--- src/rtl/key_pkg.sv ---
// key_pkg: shared types, constants and helpers for the key-stroke generator.
//   key_gen_state_t : stroke FSM states
//   LFSR_TAPS       : Galois feedback mask for the 16-bit randomiser
//   glitch_cycles() : glitch window in clock cycles (also used by the debouncer)
//   lfsr_next()     : one Galois LFSR step
package key_pkg;

    typedef enum logic [2:0] {
        IDLE    = 3'd0,
        PBOUNCE = 3'd1,
        HOLD    = 3'd2,
        RBOUNCE = 3'd3,
        SETTLE  = 3'd4,
        DONE    = 3'd5
    } key_gen_state_t;

    localparam logic [15:0] LFSR_TAPS = 16'hB400;

    function automatic int glitch_cycles(input int freq_mhz, input int glitch_ns);
        return (glitch_ns * freq_mhz) / 1000;
    endfunction

    function automatic int max3(input int a, input int b, input int c);
        int m;
        m = (a > b) ? a : b;
        return (m > c) ? m : c;
    endfunction

    function automatic logic [15:0] lfsr_next(input logic [15:0] s);
        return s[0] ? ((s >> 1) ^ LFSR_TAPS) : (s >> 1);
    endfunction

endpackage

--- src/rtl/key_bounce_gen_lfsr16.sv ---
// lfsr16: free-running 16-bit Galois LFSR, advances every clock.
//   clk_i   : clock
//   arstn_i : asynchronous active-low reset (loads SEED)
//   state_o : current LFSR state
module lfsr16 import key_pkg::*; #(
    parameter logic [15:0] SEED = 16'hACE1
) (
    input  logic        clk_i,
    input  logic        arstn_i,
    output logic [15:0] state_o
);

    // An all-zero state would lock the LFSR, so a zero seed is remapped.
    localparam logic [15:0] SEED_NZ = (SEED == 16'h0000) ? 16'h0001 : SEED;

    logic [15:0] state_q, state_d;

    always_comb state_d = lfsr_next(state_q);

    always_ff @(posedge clk_i or negedge arstn_i) begin
        if (!arstn_i) state_q <= SEED_NZ;
        else          state_q <= state_d;
    end

    assign state_o = state_q;

endmodule

--- src/rtl/key_bounce_gen.sv ---
// key_bounce_gen: emulates one mechanical key stroke per press request:
// idle high, press bounce, stable low hold, release bounce, stable high settle.
//   clk_i       : clock
//   arstn_i     : asynchronous active-low reset (aborts a stroke, key_o high)
//   press_stb_i : one-cycle stroke request
//   key_o       : emulated key line (idle high, pressed low), straight from a flop
//   busy_o      : stroke in progress
//   done_stb_o  : one-cycle pulse in the final cycle of a stroke
//   drop_stb_o  : one-cycle pulse after a request that arrived while busy
module key_bounce_gen import key_pkg::*; #(
    parameter int          CLK_FREQ_MHZ   = 20,
    parameter int          GLITCH_TIME_NS = 1000,
    parameter int          BOUNCE_EDGES   = 4,
    parameter int          HOLD_CYCLES    = 64,
    parameter logic [15:0] LFSR_SEED      = 16'hACE1
) (
    input  logic clk_i,
    input  logic arstn_i,
    input  logic press_stb_i,
    output logic key_o,
    output logic busy_o,
    output logic done_stb_o,
    output logic drop_stb_o
);

    localparam int GC            = glitch_cycles(CLK_FREQ_MHZ, GLITCH_TIME_NS);
    localparam int SETTLE_CYCLES = 2 * GC;
    localparam int T             = 2 * BOUNCE_EDGES + 1;
    localparam int CW            = $clog2(max3(GC, HOLD_CYCLES, SETTLE_CYCLES)) + 1;
    localparam int TW            = $clog2(T + 1) + 1;
    // With no bounce edges the first toggle of a phase is also its last.
    localparam bit CLEAN         = (BOUNCE_EDGES == 0);

    localparam logic [CW-1:0] HOLD_LD   = CW'(HOLD_CYCLES);
    localparam logic [CW-1:0] SETTLE_LD = CW'(SETTLE_CYCLES);
    localparam logic [CW-1:0] CNT_ONE   = CW'(1);
    localparam logic [TW-1:0] TOG_ONE   = TW'(1);
    localparam logic [TW-1:0] TOG_PRE   = TW'(T - 1);

    key_gen_state_t state_q, state_d;
    logic [CW-1:0]  cnt_q, cnt_d;
    logic [TW-1:0]  tog_q, tog_d;
    logic           key_q, key_d;
    logic           busy_q, busy_d;
    logic           done_q, done_d;
    logic           drop_q, drop_d;

    logic [15:0]    lfsr;
    logic [CW-1:0]  seg_len;
    logic           seg_end;
    logic           last_tog;
    logic           lfsr_unused;

    lfsr16 #(.SEED(LFSR_SEED)) u_lfsr (
        .clk_i   (clk_i),
        .arstn_i (arstn_i),
        .state_o (lfsr)
    );

    // Segment length in [1, GC-1] keeps every bounce pulse inside the glitch window.
    assign seg_len     = CW'(32'(lfsr[7:0]) % 32'(GC - 1)) + CNT_ONE;
    // Upper LFSR bits only feed the shift chain.
    assign lfsr_unused = ^lfsr[15:8];

    // cnt_q holds the cycles left in the current segment, including this one.
    assign seg_end  = (cnt_q == CNT_ONE);
    // Next toggle is the phase-ending one.
    assign last_tog = (tog_q == TOG_PRE);

    // State register
    always_ff @(posedge clk_i or negedge arstn_i) begin
        if (!arstn_i) state_q <= IDLE;
        else          state_q <= state_d;
    end

    // Next-state logic
    always_comb begin
        state_d = state_q;
        case (state_q)
            IDLE:    if (press_stb_i)          state_d = CLEAN ? HOLD : PBOUNCE;
            PBOUNCE: if (seg_end && last_tog)  state_d = HOLD;
            HOLD:    if (seg_end)              state_d = CLEAN ? SETTLE : RBOUNCE;
            RBOUNCE: if (seg_end && last_tog)  state_d = SETTLE;
            SETTLE:  if (seg_end)              state_d = DONE;
            DONE:                              state_d = IDLE;
            default:                           state_d = IDLE;
        endcase
    end

    // Output / datapath next values (all registered below)
    always_comb begin
        key_d  = key_q;
        tog_d  = tog_q;
        cnt_d  = (cnt_q != '0) ? cnt_q - CNT_ONE : '0;
        busy_d = (state_d != IDLE);
        done_d = (state_d == DONE);
        drop_d = press_stb_i && busy_q;
        case (state_q)
            IDLE: begin
                if (press_stb_i) begin
                    key_d = 1'b0;
                    tog_d = TOG_ONE;
                    cnt_d = CLEAN ? HOLD_LD : seg_len;
                end
            end
            PBOUNCE, RBOUNCE: begin
                if (seg_end) begin
                    key_d = ~key_q;
                    tog_d = tog_q + TOG_ONE;
                    if (last_tog) cnt_d = (state_q == PBOUNCE) ? HOLD_LD : SETTLE_LD;
                    else          cnt_d = seg_len;
                end
            end
            HOLD: begin
                if (seg_end) begin
                    key_d = 1'b1;
                    tog_d = TOG_ONE;
                    cnt_d = CLEAN ? SETTLE_LD : seg_len;
                end
            end
            DONE: begin
                key_d = 1'b1;
                tog_d = '0;
            end
            default: ;
        endcase
    end

    always_ff @(posedge clk_i or negedge arstn_i) begin
        if (!arstn_i) begin
            cnt_q  <= '0;
            tog_q  <= '0;
            key_q  <= 1'b1;
            busy_q <= 1'b0;
            done_q <= 1'b0;
            drop_q <= 1'b0;
        end else begin
            cnt_q  <= cnt_d;
            tog_q  <= tog_d;
            key_q  <= key_d;
            busy_q <= busy_d;
            done_q <= done_d;
            drop_q <= drop_d;
        end
    end

    assign key_o      = key_q;
    assign busy_o     = busy_q;
    assign done_stb_o = done_q;
    assign drop_stb_o = drop_q;

endmodule
--- config.mk ---
export PLATFORM = sky130hd
export DESIGN_NAME = key_bounce_gen
export DESIGN_NICKNAME = d
export VERILOG_FILES = /design/src/rtl/key_pkg.sv /design/src/rtl/key_bounce_gen_lfsr16.sv /design/src/rtl/key_bounce_gen.sv
export SDC_FILE = /design/constraint.sdc
export NUM_CORES = 1
export LEC_CHECK = 0
export CORE_MARGIN = 2
export CORE_UTILIZATION = 50
export DETAILED_ROUTE_END_ITERATION = 16
export PLACE_DENSITY = 0.67
export SETUP_SLACK_MARGIN = 0.02
export SYNTH_ARGS = -nofsm -noshare
export SYNTH_HDL_FRONTEND = slang
export SYNTH_HIERARCHICAL = 1
export SYNTH_SLANG_ARGS = --single-unit
--- constraint.sdc ---
create_clock -name clk_i -period 15.8 [get_ports clk_i]
set_clock_uncertainty 0.05 [all_clocks]
set_input_delay 1.58 -clock clk_i [delete_from_list [all_inputs] [get_ports clk_i]]
set_output_delay 1.58 -clock clk_i [all_outputs]
set_load 0.01 [all_outputs]
### Signal wires by layer, run 1

Only two layers are drawn.
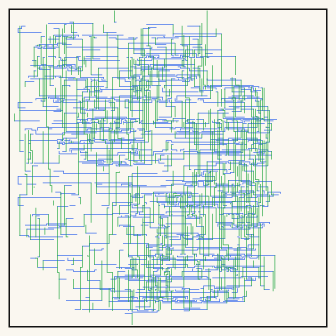
green -> metal 2  # wire length 2900 microns
blue -> metal 1  # wire length 3210 microns
routed length per instance: 15.4 microns
Total Routing Usage GR: 21.2%
total via count in the routed design: 2656
sum of routed wire length over all layers: 6.51 mm

### Layout detail, run 1

Region (0, 41) to (40, 81) microns. Cells in gray, sequential cells in the stronger gray; small squares are vias.
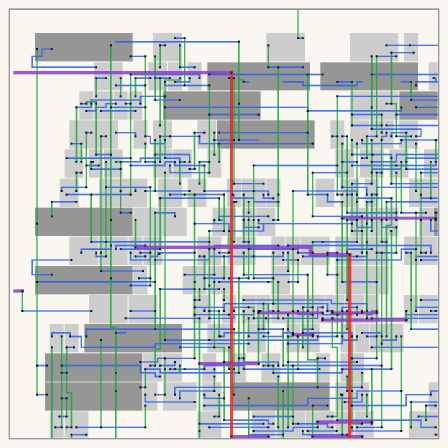
red -> metal 4
green -> metal 2
purple -> metal 3
blue -> metal 1
netlist names of flops here include = `tog_q` (5), `state_q` (3)
sequential cells in the window = 11
cells with their middle in the window = 122
most frequent = nand2_1 (16), nor2_1 (13), o21ai_0 (11)

### Clock wiring as the flow saved it, run 1

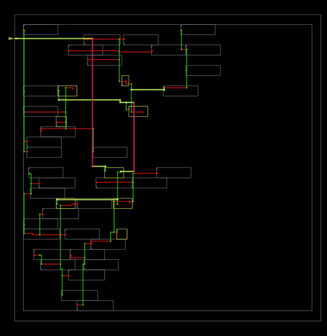
total number of clock tree sinks: 35
number of buffers inserted during clock tree synthesis: 5
Skew-Pair Late Insertion Delay: 0.29 ns
clock tree buffer count of the final layout: 5
sequential cells: 35

-- run 1: through the flow --
stage | util (%) | setup slack (ns)
detailed placement | 52.0 | 8.73
CTS | 53.5 | 8.72
floorplan | - | 9.59
global placement | 52.0 | 9.01
global route | 53.5 | 7.84
finish | 53.5 | 8.66
-- run 1: sequential cells by signal, indices dropped and copies added (netlist names) --
register and count:
tog_q 5, key_o 1, drop_stb_o 1, done_stb_o 1, cnt_q 7, u_lfsr/state_o 16, busy_o 1, state_q 3
-- run 1: where the power goes --
| group | internal [mW] | leakage [nW] | switching (mW) |
|---|---|---|---|
| sequential | 0.104 | 0.432 | 0.0137 |
| combinational | 0.0472 | 0.888 | 0.0663 |
| clock | 0.0306 | 0.0402 | 0.0332 |
==> summary.txt, run 1 <==
Implementation run completed; key figures follow.

Setup path:
- STA classifies the critical path startpoint as a register.
- In this run the critical register-to-register path is captured at cnt_q[4].
- The worst setup path is captured at a register.
- The worst register-to-register path has a depth of 27.
- In this run the number of cells on the critical path is 27.
- Data on the critical path is required at its endpoint by 15.94 ns.
- The run puts the arrival time reported for the critical path endpoint at 7.28 ns.
- Looking at the reg2reg group, the worst path starts from u_lfsr/state_o[3].
- In this design, the critical path's most frequently occurring cell is sky130_fd_sc_hd__ha_1.
- Per STA, the endpoint of the critical path is cnt_q[4].
- Per STA, the highest per-stage delay on the worst path measures 0.60 ns.
- The run puts the count of buffering cells on the critical path with inverters included at 3.
- The run gives the slowest stage cell on the critical path as sky130_fd_sc_hd__a2111oi_2.
- The run puts the maximum fanout encountered on the critical timing path at 12.
- The run gives the cell family contributing the most delay on the critical path as AND-OR/OR-AND gates.
- The run gives the slack of the worst reg-to-reg path as 8.66 ns.
- The run gives the start point of the critical path as u_lfsr/state_o[3].
- The critical path is of the register to register type.

Hold path:
- STA shows the worst min-delay path finishing at u_lfsr/state_o[8].
- The run gives the number of stages on the worst hold path as 0.
- The tightest min-delay check is of the register to register type.
- The startpoint identified for the worst hold timing path is u_lfsr/state_o[9].

Placement:
- The run puts the instance area at placement at 3040 sq um.
- The run puts the routability congestion estimate at 1.02.
- The run gives the post-placement cell count as 416.
- The run gives the detailed-placement wirelength estimate as 4.94 mm.
- The run puts the number of buffers added on ports at 6.

Logic synthesis:
- The run gives the number of warning messages in the yosys log as 6.
- The run gives the mapped cell area as 3000 sq um.
- The run puts the mean instance size in the synthesized netlist at 8.50 sq um.
- The run puts the net count after synthesis at 365.
- The run puts the cell count after synthesis at 353.

Layout:
- Per the layout area report, the combinational gate area comes to 1930 sq um.
- The post-route netlist has 12.6% of its cells at a drive strength greater than 1.
- The run gives the final net count as 360.
- Once layout is complete, the cells apart from fillers number 424.
- The repair_antennas step left the layout with diodes totalling 0.
- Across the whole layout, storage elements make up 28.3% of the cell area.
- The run puts the portion of the layout cell area used by non-clock buffers at 1.76%.
- The run gives the most used logic cell in the final layout as sky130_fd_sc_hd__nand2_1.
- The run puts the clock distribution area overhead in the final layout at 2.84%.
- The layout report gives the multi-input gate share of total cell area as 61.7%.
- The run gives the area of all placed cells without fillers as 3130 sq um.
- The run puts the layout-stage area growth over the synthesis result at 4.34%.
- Non-clock buffers in the final layout number 6.
- The area taken by sequential standard cells is reported as 887 sq um.
- The run gives the cell kind with the greatest summed area as combinational gates.
- For this run, combinational gates with multiple inputs come to 280.
- In the layout the commonest cells are 30 x sky130_fd_sc_hd__nand2_1, 26 x sky130_fd_sc_hd__dfrtp_1, 23 x sky130_fd_sc_hd__nor2_1, 20 x sky130_fd_sc_hd__inv_1, 20 x sky130_fd_sc_hd__o21ai_0.
- The final layout report lists a filler cell count of 528.
- The run gives the inverter tally of the final layout excluding the clock network as 20.

Global routing:
- The initial antenna violation count came to 0.
- The run puts the global-route track usage on met2 at 30.9%.
- The run puts the residual overflow from global routing at 0.
- The via count of the first global-routing pass was 2295.
- The run gives the routing usage on met3 as 3.30%.
- In this run the most used layer during global routing was met1.
- The run gives the wire length of the first global-routing pass as 11.0 mm.
- The run puts the met1 demand-to-capacity share in global routing at 32.3%.
- The run puts the maximum number of pins on one net before global-route repair at 36.

Clock tree:
- The run gives the number of buffers inserted by hold repair at cts as 0.
- Clock tree synthesis selected as its root buffer the cell sky130_fd_sc_hd__clkbuf_8.
- The run gives the post-CTS setup buffer count as 0.
- The run puts the number of cells upsized or downsized after cts at 0.
- The run puts the register clock-pin slew on the reported worst setup and hold paths at 0.08 ns.
- TritonCTS built the clock tree.
- The run gives the clock tree buffer depth as 2.
- The H-tree was split into 2 levels.

Route:
- For this run, the detailed router's first-pass iteration total came to 5.
- The run puts the met2 layer wire length in the routed design at 2.90 mm.
- The run puts the total length of routed met3 wires at 315 microns.
- For this run, the detailed router reports a per-instance via density of 6.26.
- The detailed router finished its first iteration with 256 violations.
- After detailed routing, the wire length on met1 is 3.21 mm.
- The run puts the antenna violation net count after detailed routing at 0.
- The run gives the number of remaining DRC errors as 0.
- In this run the top signal layer used is met4.

STA:
- The worst path uses 45.2% of the clock period.
- Checking max transition, the worst relative margin is 50.3%.
- The run puts the peak clock frequency supported by timing at 0.140 GHz.
- The transition time recorded at the tightest slew-check pin is 0.746 ns.
- The run puts the number of setup violations in the final report at 0.
- Max-slew check failures listed in the final report amount to 0.
- The run puts the minimum hold slack at 0.299 ns.
- Setup repair after global routing left no endpoint under its margin.
- Summed over all failing endpoints, the final setup total negative slack is 0 ns.
- The run puts the shortest period the worst path allows at 7.14 ns.
- The run gives the number of hold-slack violations in the final timing report as 0.

Die:
- The run gives the core footprint as 5850 sq um.
- The run puts the width of the chip at 81.5 microns.
- The run puts the die outline area at 6640 sq um.
- The run gives the initial core utilization as 51.3%.
- The run puts the number of top-level pins at 7.
- The run gives the number of core rows as 28.
- The run gives the number of tap cells added at floorplan as 75.
- The run puts the die extent in y at 81.5 microns.

Power and ir drop:
- The run puts the post-route total power at 295 uW.
- The run puts the worst supply voltage drop on vdd at 104 uV.
- The run puts the leakage power summed over all cells at 1.36 nW.
- The run puts the cell area power density at 94.2 nW/um^2.

Run:
- The number of warnings reported in the stage logs is 28.
- The run gives the max capacitance violation total as 0.

Status:
- The run finished with clean final reports.
==> run 2, diff against run 1 <==
==> constraint.sdc (replaced) <==
create_clock -name clk_i -period 7.2 [get_ports clk_i]
set_clock_uncertainty 0.05 [all_clocks]
set_input_delay 0.72 -clock clk_i [delete_from_list [all_inputs] [get_ports clk_i]]
set_output_delay 0.72 -clock clk_i [all_outputs]
set_load 0.01 [all_outputs]
### Port wiring, run 2

Scale bar: 20 microns.
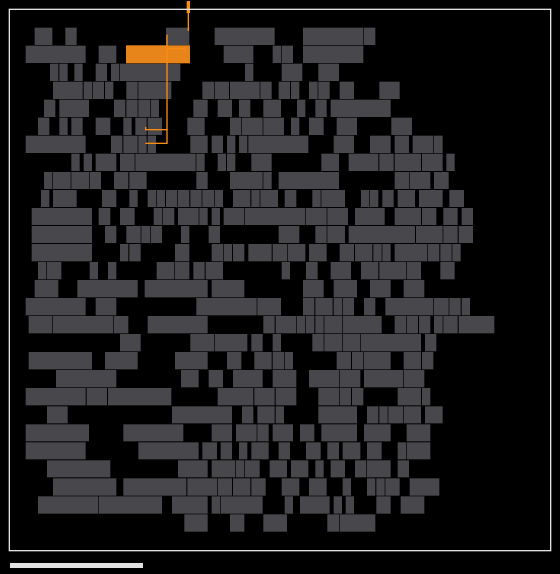
orange -> `key_o`  # direction output, end cells 1, buffers 1, wire 28.8 microns
top-level I/O count: 7
count of port buffers added during placement: 6

### Signal wires by layer, run 2

Only two layers are drawn.
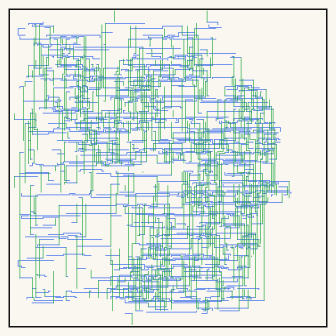
green -> metal 2  # wire length 3040 microns
blue -> metal 1  # wire length 3350 microns
sum of routed wire length over all layers: 6.77 mm
Total Routing Usage GR: 22.1%
total via count in the routed design: 2673
routed length per instance: 15.9 microns

==> run 2 against run 1 <==
Net effect: sequential share of layout area is 0.59 points lower; core utilization is 1.1 points higher; critical path type unchanged; combinational power is 120% higher; first-iteration DRC count is 6.6% higher; highest routed layer unchanged; register-to-register slack worse by 8.0 ns; final cell count is 0.71% higher; power is 120% higher; wire length is 4.0% higher; critical endpoint unchanged.
==> summary.txt, run 2 <==
Implementation run completed; key figures follow.

Route:
- The run gives the iteration-0 DRC count of the detailed router as 273 (+6.6%).
- The run puts the detailed-routing iteration count for the pre-antenna-repair pass at 6 (+1).
- The average vias per placed instance came to 6.26 (about the same).
- The run gives the antenna violation net count after detailed routing as 0 (unchanged).
- The number of remaining DRC errors is 0 (unchanged).

Layout:
- The run puts the inverter tally of the final layout excluding the clock network at 20 (unchanged).
- The sequential cell area is 887 sq um (unchanged).
- The run puts the area of all placed cells without fillers at 3200 sq um (+2.1%).
- The run puts the register fraction of the total cell area at 27.7% (-0.59 points).
- Leaving out fill and tap cells, the most frequent cell in the layout is sky130_fd_sc_hd__nand2_1.
- The run gives the final net count as 363 (+0.83%).
- The run gives the total of clock buffers placed in the layout as 5 (unchanged).
- The number of flip-flops under the largest register name was 16 (unchanged).
- The run puts the multi-input combinational cell count at 280 (unchanged).
- The run puts the fraction of final layout cells sized beyond drive strength 1 at 14.5% (+1.9 points).
- The run puts the combined area of the multi-input logic cells at 1970 sq um (+2.1%).
- The multi-input gate share of total cell area is 61.7% (about the same).
- The run gives the number of non-filler instances in the completed layout as 427 (+0.71%).
- The run puts the number of signal-net buffers in the layout at 9 (+3).
- The run puts the portion of the layout cell area used by non-clock buffers at 2.43% (+0.67 points).
- The run puts the number of flip-flops and latches at 35 (unchanged).
- The clock distribution area overhead in the final layout came to 2.90% (+0.059 points).
- The most common logic cells in the final layout are 30 x sky130_fd_sc_hd__nand2_1, 26 x sky130_fd_sc_hd__dfrtp_1, 23 x sky130_fd_sc_hd__nor2_1, 20 x sky130_fd_sc_hd__inv_1, 20 x sky130_fd_sc_hd__o21ai_0.
- The run puts the number of diodes added for antenna fixing at 0 (unchanged).
- The total of fill cells in the finished design came to 530 (+0.38%).
- The run gives the layout-stage area growth over the synthesis result as 6.54%.
- The run gives the final standard cell utilization of the core as 54.7% (+1.1 points).
- By area, the class that comes first in the final layout consists of combinational gates.

STA:
- The final worst setup slack is 0.655 ns (-8.01 ns).
- The run gives the number of hold-slack violations in the final timing report as 0 (unchanged).
- Setup repair after global routing left no endpoint under its margin.
- The portion of the clock cycle consumed by the worst path in the final layout came to 90.9% (+46 points).
- The run puts the peak clock frequency supported by timing at 0.153 GHz (+9.1%).
- The run puts the number of setup violations in the final report at 0 (unchanged).
- The shortest period the worst path allows was 6.55 ns (-0.595 ns).
- The count of final max-slew check failures is 0 (unchanged).
- The run gives the setup TNS as 0 ns (unchanged).
- The run puts the slew of the pin with the lowest slew margin at 0.859 ns (+0.113 ns).
- The run puts the remaining max-slew budget at the tightest pin at 42.1% (-8.2 points).
- The run puts the minimum hold slack at 0.312 ns (+0.0125 ns).

Power and ir drop:
- The run gives the switching power summed over all nets as 251 uW (+120%).
- The run puts the power attributed to sequential cells at 259 uW (+120%).
- The run gives the fraction of power consumed by sequential logic as 39.7% (-0.2 points).
- The run puts the relative contribution of the clock network to total power at 22.2% (+0.6 points).
- The run puts the worst supply voltage drop on vdd at 157 uV (+51%).
- The share of total power in combinational logic was 38.1% (-0.4 points).
- The run puts the leakage power summed over all cells at 1.37 nW (+0.66%).
- The run puts the total internal power at 401 uW (+120%).
- The switching share of power came to 38.5% (+0.19 points).
- The run gives the power drawn by the combinational cells as 248 uW (+120%).
- The run puts the post-route total power at 652 uW (+120%).
- The largest part of the power goes to registers.
- The run gives the cell area power density as 204 nW/um^2 (+120%).
- The clock network power consumption came to 144 uW (+130%).

Setup path:
- The run gives the cell with the most instances on the worst path as sky130_fd_sc_hd__ha_1.
- Per the timing report, the most critical flop-to-flop path finishes at cnt_q[4].
- The run gives the nature of the critical path startpoint as a register.
- Looking at the critical path, the single cell with the biggest stage delay is sky130_fd_sc_hd__dfrtp_1.
- The run gives the required time reported for the critical path endpoint as 7.35 ns (-8.59 ns).
- The run gives the maximum fanout encountered on the critical timing path as 12 (unchanged).
- The worst setup path is captured at a register.
- The run puts the arrival time reported for the critical path endpoint at 6.69 ns (-0.59 ns).
- The run gives the type of the setup path with the least slack as register to register.
- The run puts the count of buffering cells on the critical path with inverters included at 4 (+1).
- The number of cells on the worst reg-to-reg path is 28 (+3.7%).
- The run gives the cell family contributing the most delay on the critical path as AND-OR/OR-AND gates.
- The worst stage delay on the critical path came to 0.51 ns (-0.09 ns).
- The run gives the critical register-to-register path startpoint as u_lfsr/state_o[3].
- The run puts the slack of the worst reg-to-reg path at 0.65 ns (-8.01 ns).

Die:
- The die outline area came to 6640 sq um (unchanged).
- The run gives the number of tap cells added at floorplan as 75 (unchanged).
- The run gives the initial core utilization as 51.3% (unchanged).
- The width of the chip is 81.5 microns (unchanged).
- The run gives the core footprint as 5850 sq um (unchanged).
- The number of core rows is 28 (unchanged).
- The run gives the die extent in y as 81.5 microns (unchanged).

Placement:
- The run gives the instance area at placement as 3050 sq um (+0.25%).
- The run puts the detailed-placement wirelength estimate at 5.03 mm (+1.8%).
- The run gives the post-placement cell count as 417 (+0.24%).
- The minimum setup slack after placement was 0.385 ns (-8.35 ns).
- The routability congestion estimate came to 0.904 (-11%).

Global routing:
- The initial antenna violation count was 0 (unchanged).
- The run puts the wire length of the first global-routing pass at 11.6 mm (+4.7%).
- The run gives the via count of the first global-routing pass as 2461 (+7.2%).
- The run gives the residual overflow from global routing as 0 (unchanged).
- The run puts the maximum number of pins on one net before global-route repair at 36 (unchanged).

Status:
- The flow ran to the end, and the final reports show no timing, DRC or antenna violations.

Hold path:
- The run gives the hold path endpoint as u_lfsr/state_o[7].
- The run gives the path type of the worst min-delay path as register to register.
- For the worst min-delay path, the startpoint reported by OpenROAD is u_lfsr/state_o[8].
- The number of stages on the worst hold path was 0 (unchanged).

Clock tree:
- The clock tree buffer depth came to 2 (unchanged).
- CTS placed an instance of sky130_fd_sc_hd__clkbuf_8 at the clock tree root.
- The run puts the maximum level of the CTS H-tree at 2 (unchanged).
- The run gives the TritonCTS sink count as 35 (unchanged).
- The run gives the register clock-pin slew on the reported worst setup and hold paths as 0.08 ns (about the same).
- The run puts the number of cells upsized or downsized after cts at 0 (unchanged).
- The run puts the number of buffers created by CTS at 5 (unchanged).
- The run puts the post-CTS setup buffer count at 0 (unchanged).
- The run puts the clock network latency to the later pin of the worst-skew pair at 0.29 ns (about the same).
- The run gives the CTS tree as done.
- The number of buffers inserted by hold repair at cts was 0 (unchanged).

Logic synthesis:
- The run gives the mapped cell area as 3000 sq um (unchanged).
- The run gives the net count after synthesis as 365 (unchanged).
- The run gives the number of warning messages in the yosys log as 6 (unchanged).
- The run gives the cell count after synthesis as 353 (unchanged).
- The mean instance size in the synthesized netlist is 8.50 sq um (unchanged).

Run:
- The run gives the max capacitance violation total as 0 (unchanged).
- The run puts the total tool warning count at 28 (unchanged).
## run 2: worst max-delay path by stage
stage	slack [ns]	depth (start not counted)	from	to
after floorplan	0.99	28	u_lfsr/state_o[4]	cnt_q[4]
after global placement	0.67	28	u_lfsr/state_o[3]	cnt_q[4]
after detailed placement	0.39	28	u_lfsr/state_o[3]	cnt_q[4]
after CTS	0.38	28	u_lfsr/state_o[3]	cnt_q[4]
after global routing	0.11	28	u_lfsr/state_o[3]	cnt_q[4]
final	0.65	28	u_lfsr/state_o[3]	cnt_q[4]
## run 2: per-layer routing
metal	track usage [%]	part of all wire, %	vias to the layer above
met5	0	0	-
met3	2.97	4.6	7
met1	33.1	49	1272
met4	7.46	1.1	0
met2	32.8	45	81
li1	-	-	1313
==> run 3, diff against run 2 <==
--- a/config.mk
+++ b/config.mk
@@ -8,7 +8,8 @@
 export CORE_MARGIN = 2
 export CORE_UTILIZATION = 50
 export DETAILED_ROUTE_END_ITERATION = 16
-export PLACE_DENSITY = 0.67
+export DONT_BUFFER_PORTS = 1
+export PLACE_DENSITY = 0.66
 export SETUP_SLACK_MARGIN = 0.02
 export SYNTH_ARGS = -nofsm -noshare
 export SYNTH_HDL_FRONTEND = slang
### Clock wiring as the flow saved it, run 3

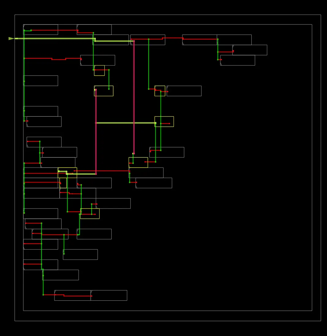
Skew-Pair Late Insertion Delay: 0.28 ns
Clock group: 138 uW

### Sequential cells colored by netlist name, run 3

Scale bar: 20 microns. Other sequential cells in the stronger gray, the rest of the logic in the fainter gray.
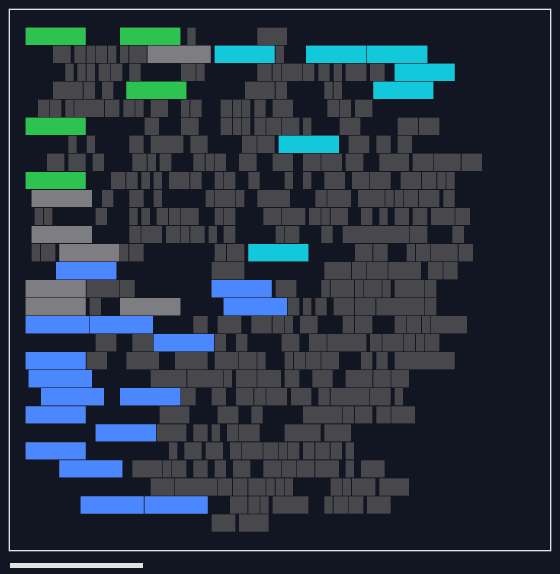
cyan -> `cnt_q`  # placed flops 7
green -> `tog_q`  # placed flops 5, where top left
blue -> `u_lfsr/state_o`  # placed flops 16
not colored = 7
fraction of area in registers: 28.2%
combined flip-flop and latch cell area: 887 sq um
power attributed to sequential cells: 262 uW

==> run 3 against run 2 <==
Net effect: sequential power barely moved; final cell count fell by 0.94%; first-iteration DRC count fell by 12%; worst hold slack got worse by 0.24 ns; sequential cell count did not move; core utilization fell by 0.86 points; largest power group unchanged.
==> summary.txt, run 3 <==
Implementation run completed; key figures follow.

Status:
- The flow ran to the end, and the final reports show no timing, DRC or antenna violations.

Power and ir drop:
- The run puts the switching power summed over all nets at 242 uW (-3.5%).
- In the power breakdown, the biggest contributor is registers.
- The run gives the power drawn by the combinational cells as 234 uW (-6%).
- The run puts the relative contribution of the clock network to total power at 21.8% (-0.4 points).
- The run puts the leakage power summed over all cells at 1.35 nW (-1.2%).
- The worst supply voltage drop on vdd was 168 uV (+7.3%).
- The run gives the post-route total power as 634 uW (-2.7%).
- The run gives the share of total power in combinational logic as 36.9% (-1.2 points).
- The run puts the total internal power at 392 uW (-2.1%).
- The switching share of power came to 38.2% (-0.35 points).
- The run puts the cell area power density at 202 nW/um^2 (-1.1%).
- The fraction of power consumed by sequential logic came to 41.3% (+1.6 points).

Die:
- The run gives the die outline area as 6640 sq um (unchanged).
- The die extent in y came to 81.5 microns (unchanged).
- The run gives the number of tap cells added at floorplan as 75 (unchanged).
- The run puts the core footprint at 5850 sq um (unchanged).
- The run gives the number of top-level pins as 7 (unchanged).
- The initial core utilization came to 51.3% (unchanged).
- The run puts the number of core rows at 28 (unchanged).
- The run gives the width of the chip as 81.5 microns (unchanged).

Clock tree:
- The run puts the maximum level of the CTS H-tree at 2 (unchanged).
- The run puts the number of buffers inserted by hold repair at cts at 0 (unchanged).
- The run gives the number of cells upsized or downsized after cts as 0 (unchanged).
- The run puts the clock tree buffer depth at 2 (unchanged).
- The post-CTS setup buffer count was 0 (unchanged).
- The run puts the TritonCTS sink count at 35 (unchanged).
- The run puts the number of buffers created by CTS at 5 (unchanged).
- TritonCTS built the clock tree.
- The run gives the register clock-pin slew on the reported worst setup and hold paths as 0.07 ns (about the same).
- The root buffer cell chosen for the clock tree is sky130_fd_sc_hd__clkbuf_8.

STA:
- The setup TNS came to 0 ns (unchanged).
- The run gives the number of hold-slack violations in the final timing report as 0 (unchanged).
- The run gives the final worst setup slack as 0.589 ns (-0.0663 ns).
- The run puts the slew of the pin with the lowest slew margin at 0.770 ns (-0.0888 ns).
- The peak clock frequency supported by timing was 0.151 GHz (-1.0%).
- The run gives the portion of the clock cycle consumed by the worst path in the final layout as 91.8% (+0.92 points).
- The run gives the minimum hold slack as 0.0736 ns (-0.238 ns).
- The run puts the number of setup violations in the final report at 0 (unchanged).
- The run gives the shortest period the worst path allows as 6.61 ns (+0.0663 ns).
- The run gives the count of final max-slew check failures as 0 (unchanged).
- Setup repair after global routing left no endpoint under its margin.
- The run puts the remaining max-slew budget at the tightest pin at 48.6% (+6.5 points).

Layout:
- The fraction of final layout cells sized beyond drive strength 1 is 14.7% (+0.17 points).
- The run gives the inverter tally of the final layout excluding the clock network as 20 (unchanged).
- The run puts the portion of the layout cell area used by non-clock buffers at 1.19% (-1.2 points).
- The library cell used most frequently in the layout, excluding fill and tap cells, is sky130_fd_sc_hd__nand2_1.
- The number of flip-flops under the largest register name is 16 (unchanged).
- In the final design, more cell area goes to combinational gates than to any other class.
- The number of non-filler instances in the completed layout is 423 (-0.94%).
- The run gives the clock distribution area overhead in the final layout as 2.82% (-0.073 points).
- By instance count after routing, the leading logic cell types are 30 x sky130_fd_sc_hd__nand2_1, 26 x sky130_fd_sc_hd__dfrtp_1, 23 x sky130_fd_sc_hd__nor2_1, 20 x sky130_fd_sc_hd__inv_1, 20 x sky130_fd_sc_hd__o21ai_0.
- The multi-input combinational cell count was 280 (unchanged).
- The run gives the area of all placed cells without fillers as 3150 sq um (-1.6%).
- The run gives the final standard cell utilization of the core as 53.8% (-0.86 points).
- The number of flip-flops and latches is 35 (unchanged).
- The run puts the final net count at 359 (-1.1%).
- The run puts the multi-input gate share of total cell area at 62.4% (+0.78 points).
- The run gives the number of diodes added for antenna fixing as 0 (unchanged).
- The number of signal-net buffers in the layout is 5 (-4).
- The total of fill cells in the finished design was 505 (-4.7%).
- The flow measured a signed area growth from synthesis to layout of 4.88%.
- The run puts the total of clock buffers placed in the layout at 5 (unchanged).
- The combined area of the multi-input logic cells is 1970 sq um (-0.32%).

Logic synthesis:
- The run puts the mapped cell area at 3000 sq um (unchanged).
- The run puts the number of warning messages in the yosys log at 6 (unchanged).
- The cell count after synthesis is 353 (unchanged).
- The run puts the mean instance size in the synthesized netlist at 8.50 sq um (unchanged).
- The run puts the net count after synthesis at 365 (unchanged).

Placement:
- The run puts the detailed-placement wirelength estimate at 4.80 mm (-4.6%).
- The run puts the instance area at placement at 3000 sq um (-1.8%).
- The run gives the post-placement cell count as 411 (-1.4%).
- The minimum setup slack after placement was 0.418 ns (+0.0328 ns).
- The run puts the number of buffers added on ports at 0 (-6).
- The routability congestion estimate came to 0.932 (+3.2%).

Run:
- The run gives the total tool warning count as 28 (unchanged).
- The run puts the max capacitance violation total at 0 (unchanged).

Setup path:
- In this design, the largest share of critical-path delay is due to AND-OR/OR-AND gates.
- The cell that appears most often on the critical path is sky130_fd_sc_hd__ha_1.
- On the critical path, the stage with the largest delay is an instance of sky130_fd_sc_hd__dfrtp_1.
- The worst setup path is captured at a register.
- The run gives the arrival time reported for the critical path endpoint as 6.74 ns (+0.05 ns).
- The worst stage delay on the critical path came to 0.50 ns (about the same).
- The count of buffering cells on the critical path with inverters included is 4 (unchanged).
- The worst setup path is of the register to register kind.
- The run puts the required time reported for the critical path endpoint at 7.32 ns (-0.03 ns).
- STA classifies the critical path startpoint as a register.
- The run puts the maximum fanout encountered on the critical timing path at 12 (unchanged).

Route:
- The run puts the met2 layer wire length in the routed design at 2.95 mm (-2.9%).
- The run puts the met1 wire length at 3.25 mm (-2.8%).
- The run gives the average vias per placed instance as 6.23 (-0.49%).
- The run puts the wire length per cell at 15.5 microns (-2.0%).
- The run gives the via total after detailed routing as 2635 (-1.4%).
- The run puts the antenna violation net count after detailed routing at 0 (unchanged).
- The run gives the final wirelength as 6.57 mm (-2.9%).
- Per the detail_route log, the uppermost layer with routed signals is met4.
- The detailed-routing iteration count for the pre-antenna-repair pass is 5 (-1).
- The total length of routed met3 wires is 304 microns (-2.3%).
- The run puts the iteration-0 DRC count of the detailed router at 239 (-12%).
- The number of remaining DRC errors came to 0 (unchanged).

Global routing:
- The run gives the initial antenna violation count as 0 (unchanged).
- The run gives the via count of the first global-routing pass as 2296 (-6.7%).
- The global-route track usage on met2 came to 31.1% (-1.7 points).
- The wire length of the first global-routing pass is 10.9 mm (-6.1%).
- The run gives the maximum number of pins on one net before global-route repair as 36 (unchanged).
- The run puts the total routing resource utilization after global routing at 20.8% (-1.4 points).
- The run gives the met1 demand-to-capacity share in global routing as 31.2% (-1.9 points).
- The routing usage on met3 came to 3.63% (+0.66 points).
- The residual overflow from global routing is 0 (unchanged).
- The global router reports that the layer with the highest usage is met1.

Hold path:
- The most critical min-delay path falls under primary input to async pin.
-- run 3: cell count changes in the layout (fill, tap and decap cells not counted), sizes merged --
cell           delta
buf               +1
clkdlybuf4s50     -5
clkinv            +1
inv               -1
-- run 3: final timing paths --
check / to / depth (start not counted) / start / slack, ns
max in group asynchronous: u_lfsr/state_o[0] / 0 / arstn_i / 6.84
min in group clk_i: u_lfsr/state_o[7] / 0 / u_lfsr/state_o[8] / 0.30
hold reg to reg: u_lfsr/state_o[7] / 0 / u_lfsr/state_o[8] / 0.30
hold / removal: cnt_q[4] / 0 / arstn_i / 0.07
setup reg to reg: cnt_q[4] / 28 / u_lfsr/state_o[3] / 0.59
setup / recovery: cnt_q[4] / 28 / u_lfsr/state_o[3] / 0.59
Power figures rest on the tool's default switching activity, not on a simulated workload.
